$ cat config.mk
export PLATFORM = sky130hd
export DESIGN_NAME = regfile_bank16
export DESIGN_NICKNAME = d
export VERILOG_FILES = /design/src/rtl/regfile_bank16.sv
export SDC_FILE = /design/constraint.sdc
export NUM_CORES = 1
export LEC_CHECK = 0
export CORE_AREA = 3 3 239 147
export CTS_CLUSTER_SIZE = 12
export DETAILED_ROUTE_END_ITERATION = 12
export DIE_AREA = 0 0 242 150
export SETUP_SLACK_MARGIN = 0.15
export SYNTH_ARGS = -nofsm -noshare
export SYNTH_HDL_FRONTEND = slang
export SYNTH_SLANG_ARGS = --single-unit
$ cat constraint.sdc
create_clock -name clk -period 5.4 [get_ports clk]
set_input_delay 1.08 -clock clk [delete_from_list [all_inputs] [get_ports clk]]
set_output_delay 1.08 -clock clk [all_outputs]
set_load 0.005 [all_outputs]
$ cat src/rtl/regfile_bank16.sv
// regfile_bank16: 16-entry register bank fed by a one-hot write-enable decoder.
//   Stores operands / partial results for the factorization engine, exposes
//   two registered read ports with per-register valid bits, flags illegal
//   multi-hot enables (sticky ERR) and counts accepted writes (saturating).
//
// Parameters:
//   W      data width of each register and of WD/RD1/RD2
//   CNT_W  width of the saturating accepted-write counter WCOUNT
//
// Ports:
//   clk     in   clock, rising edge
//   rst_n   in   synchronous active-low reset
//   EN      in   16-bit one-hot write enable (0 = no write, >1 bit = illegal)
//   WD      in   write data
//   CLR     in   clear all valid bits and WCOUNT (data kept)
//   RA1/RA2 in   read addresses
//   RD1/RD2 out  registered read data
//   RV1/RV2 out  registered valid bit of the addressed register
//   ERR     out  sticky illegal-enable flag (cleared only by reset)
//   WCOUNT  out  accepted-write count, saturating at 2^CNT_W-1
//
// Optional feature macro: READ_BYPASS_EN
//   When defined, a legal write to the address on a read port in the same
//   cycle is forwarded to that port (RD <= WD, RV <= 1).

module regfile_bank16 #(
  parameter int unsigned W     = 16,
  parameter int unsigned CNT_W = 8
) (
  input  logic             clk,
  input  logic             rst_n,
  input  logic [15:0]      EN,
  input  logic [W-1:0]     WD,
  input  logic             CLR,
  input  logic [3:0]       RA1,
  input  logic [3:0]       RA2,
  output logic [W-1:0]     RD1,
  output logic [W-1:0]     RD2,
  output logic             RV1,
  output logic             RV2,
  output logic             ERR,
  output logic [CNT_W-1:0] WCOUNT
);

  localparam int unsigned     NREG    = 16;
  localparam logic [CNT_W-1:0] CNT_MAX = '1;

  logic [W-1:0]     r_mem [NREG];
  logic [NREG-1:0]  r_valid;
  logic [W-1:0]     r_rd1;
  logic [W-1:0]     r_rd2;
  logic             r_rv1;
  logic             r_rv2;
  logic             r_err;
  logic [CNT_W-1:0] r_wcount;

  logic             w_en_any;
  logic             w_en_multi;
  logic             w_legal;
  logic             w_illegal;
  logic [NREG-1:0]  w_valid_nxt;
  logic [CNT_W-1:0] w_wcount_nxt;

  // Enable classification: clearing the lowest set bit leaves a nonzero value
  // only when two or more bits are set.
  always_comb begin
    w_en_any   = |EN;
    w_en_multi = |(EN & (EN - 16'd1));
    w_legal    = w_en_any & ~w_en_multi;
    w_illegal  = w_en_multi;
  end

  // Next valid vector: CLR wipes everything, a legal write then re-marks its
  // own register so CLR+write leaves exactly that register valid.
  always_comb begin
    w_valid_nxt = CLR ? '0 : r_valid;
    if (w_legal) begin
      w_valid_nxt = w_valid_nxt | EN;
    end
  end

  // Next write count: CLR restarts from zero before counting this cycle's write.
  always_comb begin
    w_wcount_nxt = CLR ? '0 : r_wcount;
    if (w_legal && (w_wcount_nxt != CNT_MAX)) begin
      w_wcount_nxt = w_wcount_nxt + CNT_W'(1);
    end
  end

  // Register storage; only a legal one-hot enable writes.
  always_ff @(posedge clk) begin
    if (!rst_n) begin
      for (int i = 0; i < NREG; i++) begin
        r_mem[i] <= '0;
      end
    end else if (w_legal) begin
      for (int i = 0; i < NREG; i++) begin
        if (EN[i]) begin
          r_mem[i] <= WD;
        end
      end
    end
  end

  // Valid bits, write counter and sticky error.
  always_ff @(posedge clk) begin
    if (!rst_n) begin
      r_valid  <= '0;
      r_wcount <= '0;
      r_err    <= 1'b0;
    end else begin
      r_valid  <= w_valid_nxt;
      r_wcount <= w_wcount_nxt;
      if (w_illegal) begin
        r_err <= 1'b1;
      end
    end
  end

  // Read ports sample pre-edge state unless bypass forwards a same-cycle write.
  always_ff @(posedge clk) begin
    if (!rst_n) begin
      r_rd1 <= '0;
      r_rd2 <= '0;
      r_rv1 <= 1'b0;
      r_rv2 <= 1'b0;
    end else begin
`ifdef READ_BYPASS_EN
      if (w_legal && EN[RA1]) begin
        r_rd1 <= WD;
        r_rv1 <= 1'b1;
      end else begin
        r_rd1 <= r_mem[RA1];
        r_rv1 <= r_valid[RA1];
      end
      if (w_legal && EN[RA2]) begin
        r_rd2 <= WD;
        r_rv2 <= 1'b1;
      end else begin
        r_rd2 <= r_mem[RA2];
        r_rv2 <= r_valid[RA2];
      end
`else
      r_rd1 <= r_mem[RA1];
      r_rv1 <= r_valid[RA1];
      r_rd2 <= r_mem[RA2];
      r_rv2 <= r_valid[RA2];
`endif
    end
  end

  assign RD1    = r_rd1;
  assign RD2    = r_rd2;
  assign RV1    = r_rv1;
  assign RV2    = r_rv2;
  assign ERR    = r_err;
  assign WCOUNT = r_wcount;

endmodule

==> impl_metrics.tcl, run 1 <==
# yosys + openroad results
set metrics [dict create \
    met2_length_um 17300 \
    grt_max_degree 69 \
    mappedNetlistNets 985 \
    finalWeightedCongestion 0.819 \
    flop_cell "edfxtp_1" \
    groute.layer.met2.usage_pct 33.4 \
    crit_type "in2reg" \
    synth_area_mm2 0.0148 \
    synth-area-yosys_mm2 0.0148 \
    final_util_pct 51.2 \
    met3WireLength_um 4380 \
    worstHoldPathCells 2 \
    worst_path_largest_cell_delay_ps 690 \
    clk_pin_slew_ps 60 \
    core.rowCount 52 \
    power.leakage_nw 5.62 \
    postCtsResizedCells 0 \
    grt.overflow.total 0 \
    post_placement_worst_setup_slack_ps 929 \
    die_height_um 150 \
    outcome "finished clean" \
    edf_count 256 \
    synth.ff_latch_count 315 \
    logic_area_mm2 0.00553 \
    grt_util_all_layers_pct 23.2 \
    min_delay_worst_type "reg2reg" \
    max_clock_freq_ghz 0.258 \
    first_pass_iters 5 \
    netlist_instances 941 \
    cts_tree "done" \
    cp_top_family "simple AND/OR/NAND/NOR gates" \
    final_hold_viol_count 0 \
    synth-async-reset-ratio_pct 0 \
    first_global_vias 9152 \
    io_buffers 85 \
    cts.sink_count 315 \
    global_route_wire_length_before_repair_um 61400 \
    floorplan.initialDensity_pct 44.4 \
    synth.area.top_cells "edfxtp_1, mux4_2, dfxtp_1, nor2_1, clkbuf_1" \
    remaining_drc_errors 0 \
    avgSynthCellArea_um2 15.7 \
    wire_per_inst_um 27.4 \
    met1_usage_pct 35.3 \
    final_net_count 1052 \
    timing.reg2reg.worst_path_depth 8 \
    synth.top_cell.area_share_pct 51.9 \
    worst-path-stages 6 \
    cell_area_power_density_mw_per_mm2 322 \
    hpwlAfterDp_um 26100 \
    floorplan.io_pins 86 \
    cp_data_required_time_ps 5590 \
    yosysUniqueCellTypes 39 \
    post-route-period-util_pct 71.8 \
    cp_max_fo 16 \
    instances_no_fill 1492 \
    period_minus_slack_ps 3880 \
    fillCellCount 2788 \
    antennaDiodeCount 0 \
    fin_total_pwr_mw 5.48 \
    crit_arrival_ps 4070 \
    cts-hold-fix-buffers 0 \
    slew_headroom_pct 21.9 \
    dp.cells 1434 \
]
==> run 1: path summary, 6_finish.rpt <==
path,start,endpoint,slack (ps)
setup reg to reg,WCOUNT[0]$_SDFF_PN0_,WCOUNT[7]$_SDFF_PN0_,3070
hold / removal,r_valid[3]$_SDFF_PN0_,r_valid[3]$_SDFF_PN0_,480
hold reg to reg,r_valid[3]$_SDFF_PN0_,r_valid[3]$_SDFF_PN0_,480
setup / recovery,EN[0],r_mem[14][6]$_DFFE_PP_,1520
==> run 1: cell usage in the layout, fill, tap and decap left out, drive strengths merged, types with 5 or more instances in the layout <==
master,n
and2,37
nor2,164
a21oi,21
inv,24
nand2b,16
dfxtp,59
clkbuf,54
o21ai,5
edfxtp,256
mux4,170
or3,6
nor3,8
nand3,20
clkdlybuf4s50,78
nand2,41
buf,38
==> run 1: cell type report <==
class | count | share of cell area (%)
Sequential cell | 315 | 52.0
Multi-Input combinational cell | 521 | 32.4
Timing Repair Buffer | 116 | 6.36
Clock buffer | 54 | 5.17
Tap cell | 459 | 3.37
Inverter | 23 | 0.506
Clock inverter | 4 | 0.132
==> run 1: where the power goes <==
part / leakage (nW) / internal (mW) / switching [mW]
clock: 0.435 / 1.10 / 0.917
combinational: 2.25 / 0.325 / 0.299
sequential: 2.93 / 2.78 / 0.0657
total: 5.62 / 4.20 / 1.28
==> run 1: logic make-up (layout without fill, tap and decap cells) <==
family / Yosys count / count (layout) / share of synthesized area, %
DFF: 315 / 315 / 59.9
AOI/OAI and AO/OA: 42 / 42 / 1.78
and+or+nand+nor: 303 / 303 / 9.29
buffers and inverters: 105 / 197 / 2.71
muxes: 172 / 172 / 26.0
adders and majority gates: 4 / 4 / 0.287
==> run_1/layer_met3.png <==
The bar under the picture is 50 µm long.
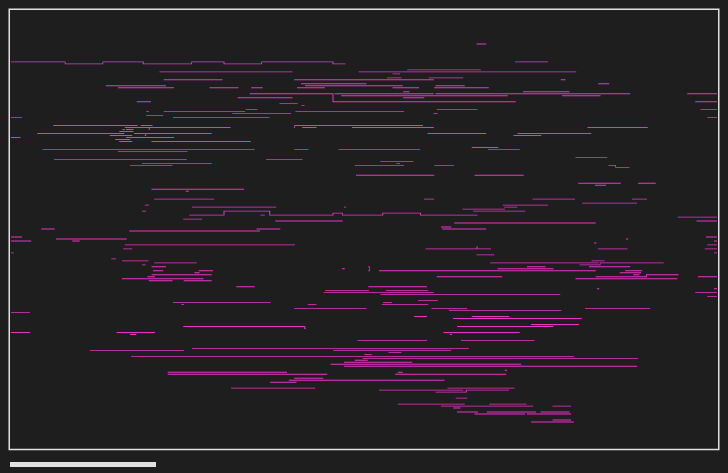
- longest straight run: 151 µm
- wire length on this layer: 4380 µm
- main direction: horizontal

==> run_1/clocks.png <==
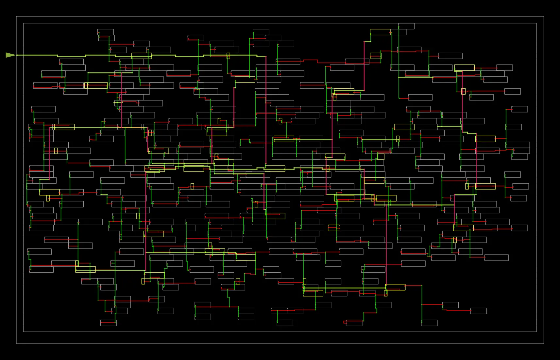
TritonCTS Buffers: 31
Seq cells: 315
insertion delay at the late pin of the worst-skew pair: 570 ps

==> run_1/placement_by_type.png <==
Fill, decap, tap and diode cells in grey.
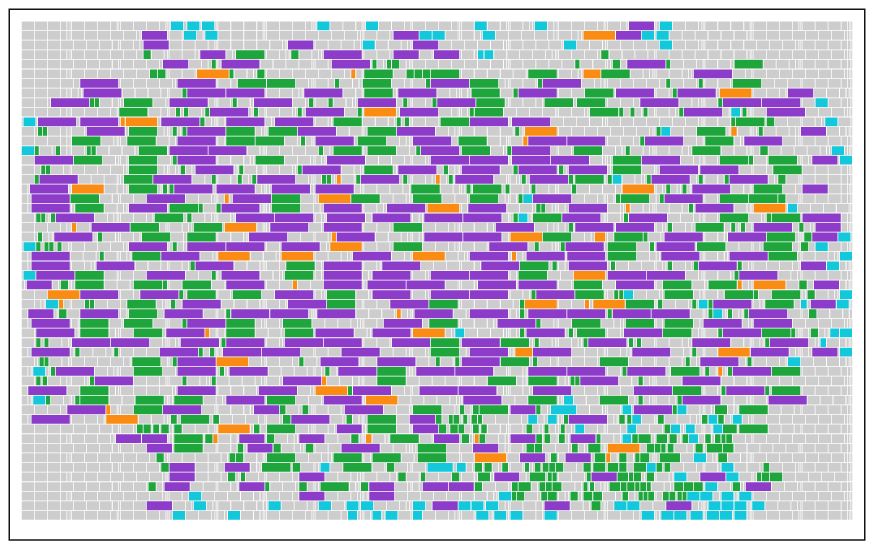
- remaining buffers and delay cells: cyan (cells 116; share of their area 6.6%)
- sequential cells: purple (cells 315; share of their area 54%)
- combinational and other logic: green (cells 544; share of their area 34%)
- clock drivers and dummy loads: orange (cells 58; share of their area 5.5%)

==> run_1/layer_met1.png <==
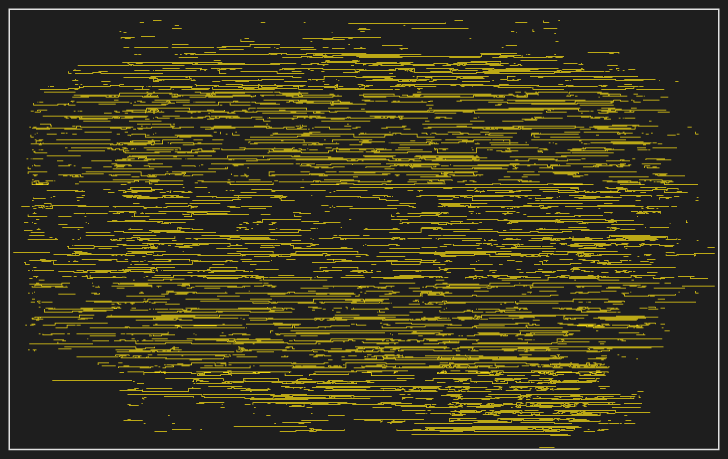
- longest straight run: 78.2 µm
- main direction: horizontal
- nets with wire on the layer: 1000
total length of routed wires: 41000 µm
number of vias in the routed layout: 9016

==> run 2, diff against run 1 <==
clock period = 4 ns   (was 5.4 ns; I/O delays follow)
==> run_2/clocks.png <==
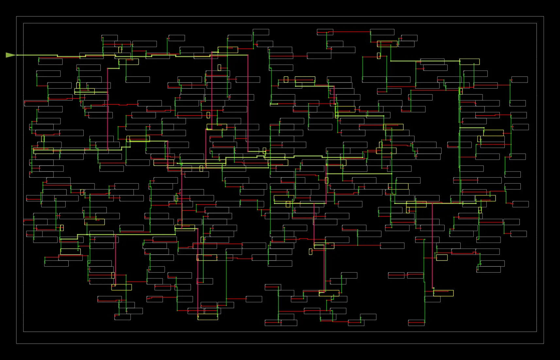
count of clock-net buffers in the final layout: 55
Sinks on Clock Net: 315
worst setup skew after layout: 14.6 ps

==> run_2/layer_met3.png <==
The bar under the picture is 50 µm long.
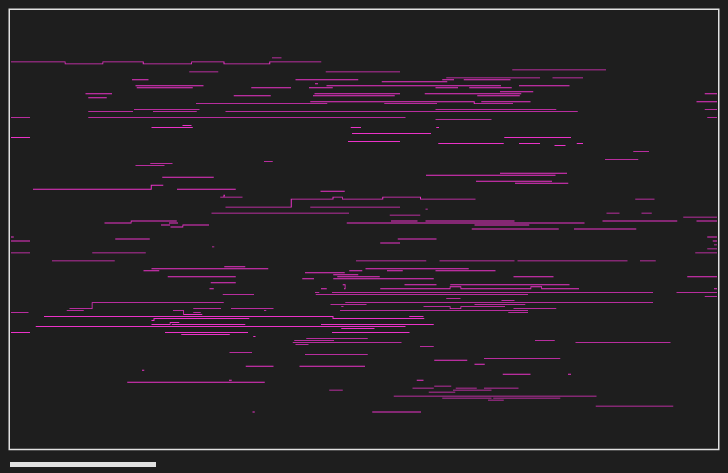
- nets with wire on the layer: 122
- longest straight run: 126 µm
- wire length on this layer: 4020 µm
- share of all routed wire: 10%

==> impl_metrics.tcl, run 2 <==
# yosys + openroad results
set metrics [dict create \
    first_pass_iters 5 \
    non_clock_buffering_overhead_in_the_final_layout_pct 7.67 \
    timing.final.max_slew_violations 0 \
    grt_util_all_layers_pct 22.4 \
    netlist_instances 941 \
    synth_area_mm2 0.0148 \
    power.leakage_nw 5.71 \
    unrepaired_setup_endpoints_after_global_routing "no" \
    instances_no_fill 1499 \
    wire_per_inst_um 26.8 \
    final_net_count 1060 \
    initialDrtViolationCount 936 \
    floorplan.io_pins 86 \
    synth.ff_latch_count 315 \
    cts_inserted_buffers 30 \
    remaining_drc_errors 0 \
    min_delay_worst_type "reg2reg" \
    largest_register_ffs 256 \
    antennaDiodeCount 0 \
    synth.yosys.warnings 0 \
    synth.area.top_cells "edfxtp_1, mux4_2, dfxtp_1, nor2_1, clkbuf_1" \
    slew_headroom_pct 38.4 \
    seq_cell_count 315 \
    clk_pin_slew_ps 60 \
    core.rowCount 52 \
    crit_arrival_ps 3540 \
    mappedNetlistNets 985 \
    htree_num_levels 1 \
    cp_max_fo 22 \
    cp_data_required_time_ps 4470 \
    layout.clock.cell_area_share_pct 5.11 \
    fillCellCount 2759 \
    worst_path_largest_cell_delay_ps 600 \
    cts_tree "done" \
    via_count 8962 \
    period_minus_slack_ps 3070 \
    postCtsSetupRepairBufs 0 \
    die_height_um 150 \
    final-setup-viol-count 0 \
    tool_warnings 26 \
    avgSynthCellArea_um2 15.7 \
    final_hold_viol_count 0 \
    layout.comb_gates.multi_input 521 \
    power.ir.vdd_worst_uv 344 \
    met1_usage_pct 34.0 \
    critPathLaunchType "input port" \
    global_route_wire_length_before_repair_um 59400 \
    finalWirelength_um 40100 \
    dp.cells 1443 \
    edf_count 256 \
    grtUsageMet3_pct 6.38 \
    grt_max_degree 69 \
    insertion_delay_ps 570 \
    registers.top_by_ff_count "r_mem" \
    inverters_excl_clock 23 \
    post_placement_worst_setup_slack_ps 385 \
    cts-hold-fix-buffers 0 \
    grt.overflow.total 0 \
    crit_type "in2reg" \
    finalWeightedCongestion 0.848 \
    num-nonclk-buffers 125 \
    max_clock_freq_ghz 0.326 \
    antenna_left 0 \
    cells_in_synth_stat_txt 941 \
    layout.area.seq_mm2 0.00887 \
    logic_area_mm2 0.00553 \
    worstHoldPathCells 2 \
    hpwlAfterDp_um 25400 \
    first_global_vias 8856 \
    postCtsResizedCells 0 \
    cell_area_power_density_mw_per_mm2 426 \
    flop_cell "edfxtp_1" \
    setup_slack_ps 932 \
    io_buffers 85 \
    layout_top_cell "edfxtp_1" \
    synth-async-reset-ratio_pct 0 \
    comb-cell-share_pct 32.0 \
    core_area_mm2 0.0333 \
    yosysUniqueCellTypes 39 \
    share_of_the_yosys_chip_area_belonging_to_registers_pct 59.9 \
    netlist.top_cell.by_instances "edfxtp_1" \
    outcome "finished clean" \
    most-common-layout-cells "edfxtp_1, mux4_2, nor2_1, clkdlybuf4s50_1, dfxtp_1" \
    seq_share_pct 51.4 \
    synth-area-yosys_mm2 0.0148 \
    area_dominant_class "registers" \
    netlist_top_cells_count "edfxtp_1, mux4_2, nor2_1" \
    synth.top_cell.area_share_pct 51.9 \
    timing.reg2reg.worst_path_depth 8 \
    synth_top_cell_by_area "edfxtp_1" \
    final_util_pct 51.8 \
    nWellTaps 459 \
    critical-path-slowest-cell "or4_4" \
    layout-area-overhead-vs-synth_pct 16.7 \
    regToRegSetupSlack_ps 1700 \
    post-route-period-util_pct 76.7 \
    groute.layer.met2.usage_pct 32.6 \
    floorplan.initialDensity_pct 44.4 \
    number_of_buffers_on_the_longest_clock_path 3 \
]
[run 2: cell counts after synthesis]
No cell type changed its count.
[run 2: through the flow]
| step | area (µm²) | power (mW) | hold WS, ps |
|---|---|---|---|
| floorplan | 14800 | 4.39 | 456 |
| global placement | 16400 | 4.76 | 468 |
| detailed placement | 16400 | 4.77 | 482 |
| CTS | 17300 | 7.41 | 493 |
| global route | 17300 | 7.61 | 521 |
| finish | 17300 | 7.36 | 492 |
[run 2: power breakdown]
| group | internal (mW) | leakage, nW | switching (mW) |
|---|---|---|---|
| Sequential | 3.75 | 2.93 | 0.0854 |
| Clock | 1.46 | 0.423 | 1.20 |
| Combinational | 0.460 | 2.36 | 0.404 |
| Total | 5.67 | 5.71 | 1.69 |
[run 2: cell families after synthesis]
logic type      synth area share, %
mux                            26.0
buf+inv                        2.71
compound gates                 1.78
simple gates                   9.29
fa+ha+maj                     0.287
flops                          59.9
[run 2: worst max-delay path: cells and delay by family]
family	cells	cell delay, ps
buffers and inverters	2	730
AOI/OAI and AO/OA	2	380
and+or+nand+nor	4	1610
[run 2: worst paths after layout]
kind | startpoint | end
setup reg to reg | WCOUNT[0]$_SDFF_PN0_ | WCOUNT[7]$_SDFF_PN0_
setup / recovery | EN[0] | WCOUNT[7]$_SDFF_PN0_
hold / removal | r_valid[0]$_SDFF_PN0_ | r_valid[0]$_SDFF_PN0_
hold reg to reg | r_valid[0]$_SDFF_PN0_ | r_valid[0]$_SDFF_PN0_
[run 2: layer usage]
layer	part of all wire [%]	wire length, µm
met1	45	17900
met2	44	17600
met3	10	4020
met4	1.5	614
met5	0	0
==> run 3, diff against run 2 <==
clock period = 2.85 ns   (was 4 ns; I/O delays follow)
==> run_3/layer_met1.png <==
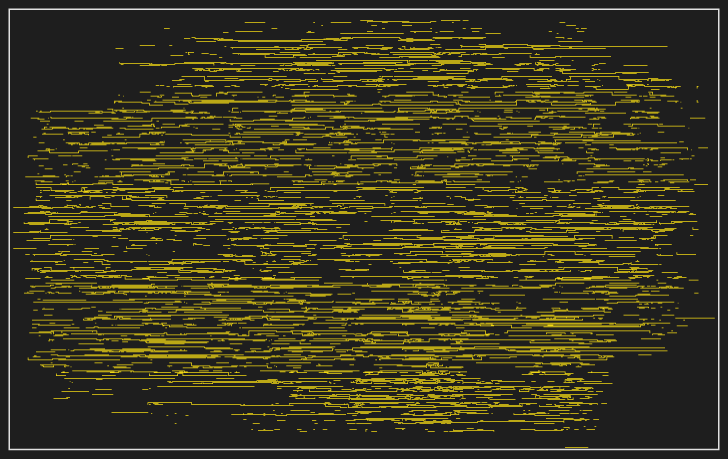
- share of all routed wire: 45%
- nets with wire on the layer: 1069
- main direction: horizontal

==> impl_metrics.tcl, run 3 <==
# yosys + openroad results
set metrics [dict create \
    synth.area.top_cells "edfxtp_1, mux4_2, dfxtp_1, nor2_1, clkbuf_1" \
    clk_pin_slew_ps 70 \
    combinationalPowerShare_pct 12.3 \
    switchingPower_mw 2.44 \
    cells_in_synth_stat_txt 941 \
    initialDrtViolationCount 1129 \
    crit_type "in2reg" \
    groute.layer.met2.usage_pct 34.9 \
    antenna_left 0 \
    max_clock_freq_ghz 0.377 \
    slew_headroom_pct 60.4 \
    final-setup-viol-count 0 \
    floorplan.io_pins 86 \
    outcome "finished clean" \
    critPathLaunchType "input port" \
    finalClockSkew_ps 18.4 \
    core.rowCount 52 \
    core_area_mm2 0.0333 \
    hpwlAfterDp_um 27300 \
    path_buffers 2 \
    power.sequential.fraction_pct 51.1 \
    dp.cells 1503 \
    cts.sink_count 315 \
    post_placement_worst_setup_slack_ps -398 \
    crit_arrival_ps 3150 \
    wire_per_inst_um 26.8 \
    floorplan.initialDensity_pct 44.4 \
    grt.overflow.total 0 \
    layout_top_cell "edfxtp_1" \
    netlist_top_cells_count "edfxtp_1, mux4_2, nor2_1" \
    synth.top_cell.area_share_pct 51.9 \
    final_hold_viol_count 0 \
    period_minus_slack_ps 2650 \
    yosysUniqueCellTypes 39 \
    avgSynthCellArea_um2 15.7 \
    first_global_vias 9142 \
    final_net_count 1123 \
    io_buffers 85 \
    synth-async-reset-ratio_pct 0 \
    registers.top_by_ff_count "r_mem" \
    critical-path-slowest-cell "or4_4" \
    insertion_delay_ps 580 \
    synth_top_cell_by_area "edfxtp_1" \
    grt_util_all_layers_pct 23.5 \
    largest_register_ffs 256 \
    unrepaired_setup_endpoints_after_global_routing "yes" \
    grt_max_degree 68 \
    htree_num_levels 1 \
    cp_top_family "simple AND/OR/NAND/NOR gates" \
    min_delay_worst_type "reg2reg" \
    die_height_um 150 \
    power.switching_fraction_pct 23.1 \
    first_pass_iters 5 \
    met1_usage_pct 36.1 \
    final_util_pct 55.0 \
    timing.final.max_slew_violations 0 \
    global_route_wire_length_before_repair_um 61900 \
    share_clk_of_total_power_pct 36.7 \
    edf_count 256 \
    postPlaceCellArea_mm2 0.0174 \
    power.leakage_nw 6.15 \
    instances_no_fill 1562 \
    grt_antenna_before_repair 0 \
    setup_slack_ps 201 \
    power_report.internal_total_mw 8.13 \
    synth_area_mm2 0.0148 \
    fin_hold_ws_ps 486 \
    cts_inserted_buffers 31 \
    number_of_buffers_on_the_longest_clock_path 3 \
    netlist.top_cell.by_instances "edfxtp_1" \
    power.ir.vdd_worst_uv 442 \
    mappedNetlistNets 985 \
]
==> run_3/layer_met3.png <==
The bar under the picture is 50 µm long.
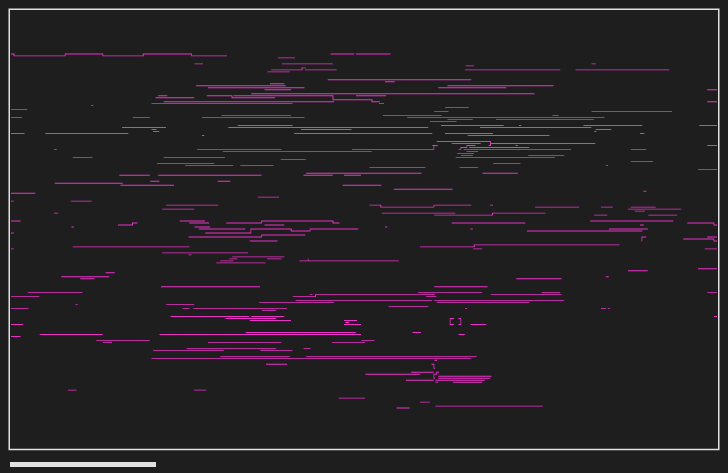
- wire length on this layer: 3870 µm
- nets with wire on the layer: 151
total length of routed wires: 41800 µm
number of vias in the routed layout: 9354
met3 track demand over resource in global routing: 4.80%

run 3: cell counts after synthesis:
No cell type changed its count.
run 3: path summary, 6_finish.rpt:
path,slack [ps],endpoint,cells after the start,start
max,200,WCOUNT[4]$_SDFF_PN0_,8,EN[0]
min,490,r_valid[2]$_SDFF_PN0_,2,r_valid[2]$_SDFF_PN0_
max reg2reg,750,WCOUNT[4]$_SDFF_PN0_,7,WCOUNT[1]$_SDFF_PN0_
min reg2reg,490,r_valid[2]$_SDFF_PN0_,2,r_valid[2]$_SDFF_PN0_
run 3: final cells by class:
class,count,area (µm²)
Inverter,23,86.3
Tap cell,459,574
Clock inverter,4,51.3
Fill cell,2697,15000
Sequential cell,315,8870
Timing Repair Buffer,187,2070
Clock buffer,53,868
Multi-Input combinational cell,521,5790
run 3: cells by family after synthesis:
family                   count (synthesis)  share of synthesized area, %
AND/OR/NAND/NOR                        303                          9.29
flip-flops                             315                          59.9
multiplexers                           172                          26.0
buffers and inverters                  105                          2.71
AND-OR/OR-AND                           42                          1.78
adder cells (fa/ha/maj)                  4                         0.287
run 3: routing by layer:
metal	part of all wire (%)	vias to the layer above
met1	45	4900
met2	44	473
met3	9.3	52
met5	0	-
met4	1.8	0
li1	-	3929
run 3: tightest hold or removal path, delay by kind of cell (launching register included):
kind | cells | cell delay (ps)
and+or+nand+nor | 1 | 70
AOI/OAI and AO/OA | 1 | 60
DFF | 1 | 320
run 3: timing repair:
item | 4_1_cts | 5_1_grt
resized | 0 | 4
setup endpoints to repair | 0 | 162
setup buffers | 0 | 2
hold buffers | 0 | 0
run 3: power by group through the flow:
stage	sequential, mW	combinational, mW	clock (mW)
after global routing	5.42	1.37	4.11
final	5.39	1.30	3.87
after CTS	5.39	1.31	3.93
after floorplan	5.43	0.738	0
after detailed placement	5.48	1.30	0
after global placement	5.48	1.30	0
Power figures rest on the tool's default switching activity, not on a simulated workload.
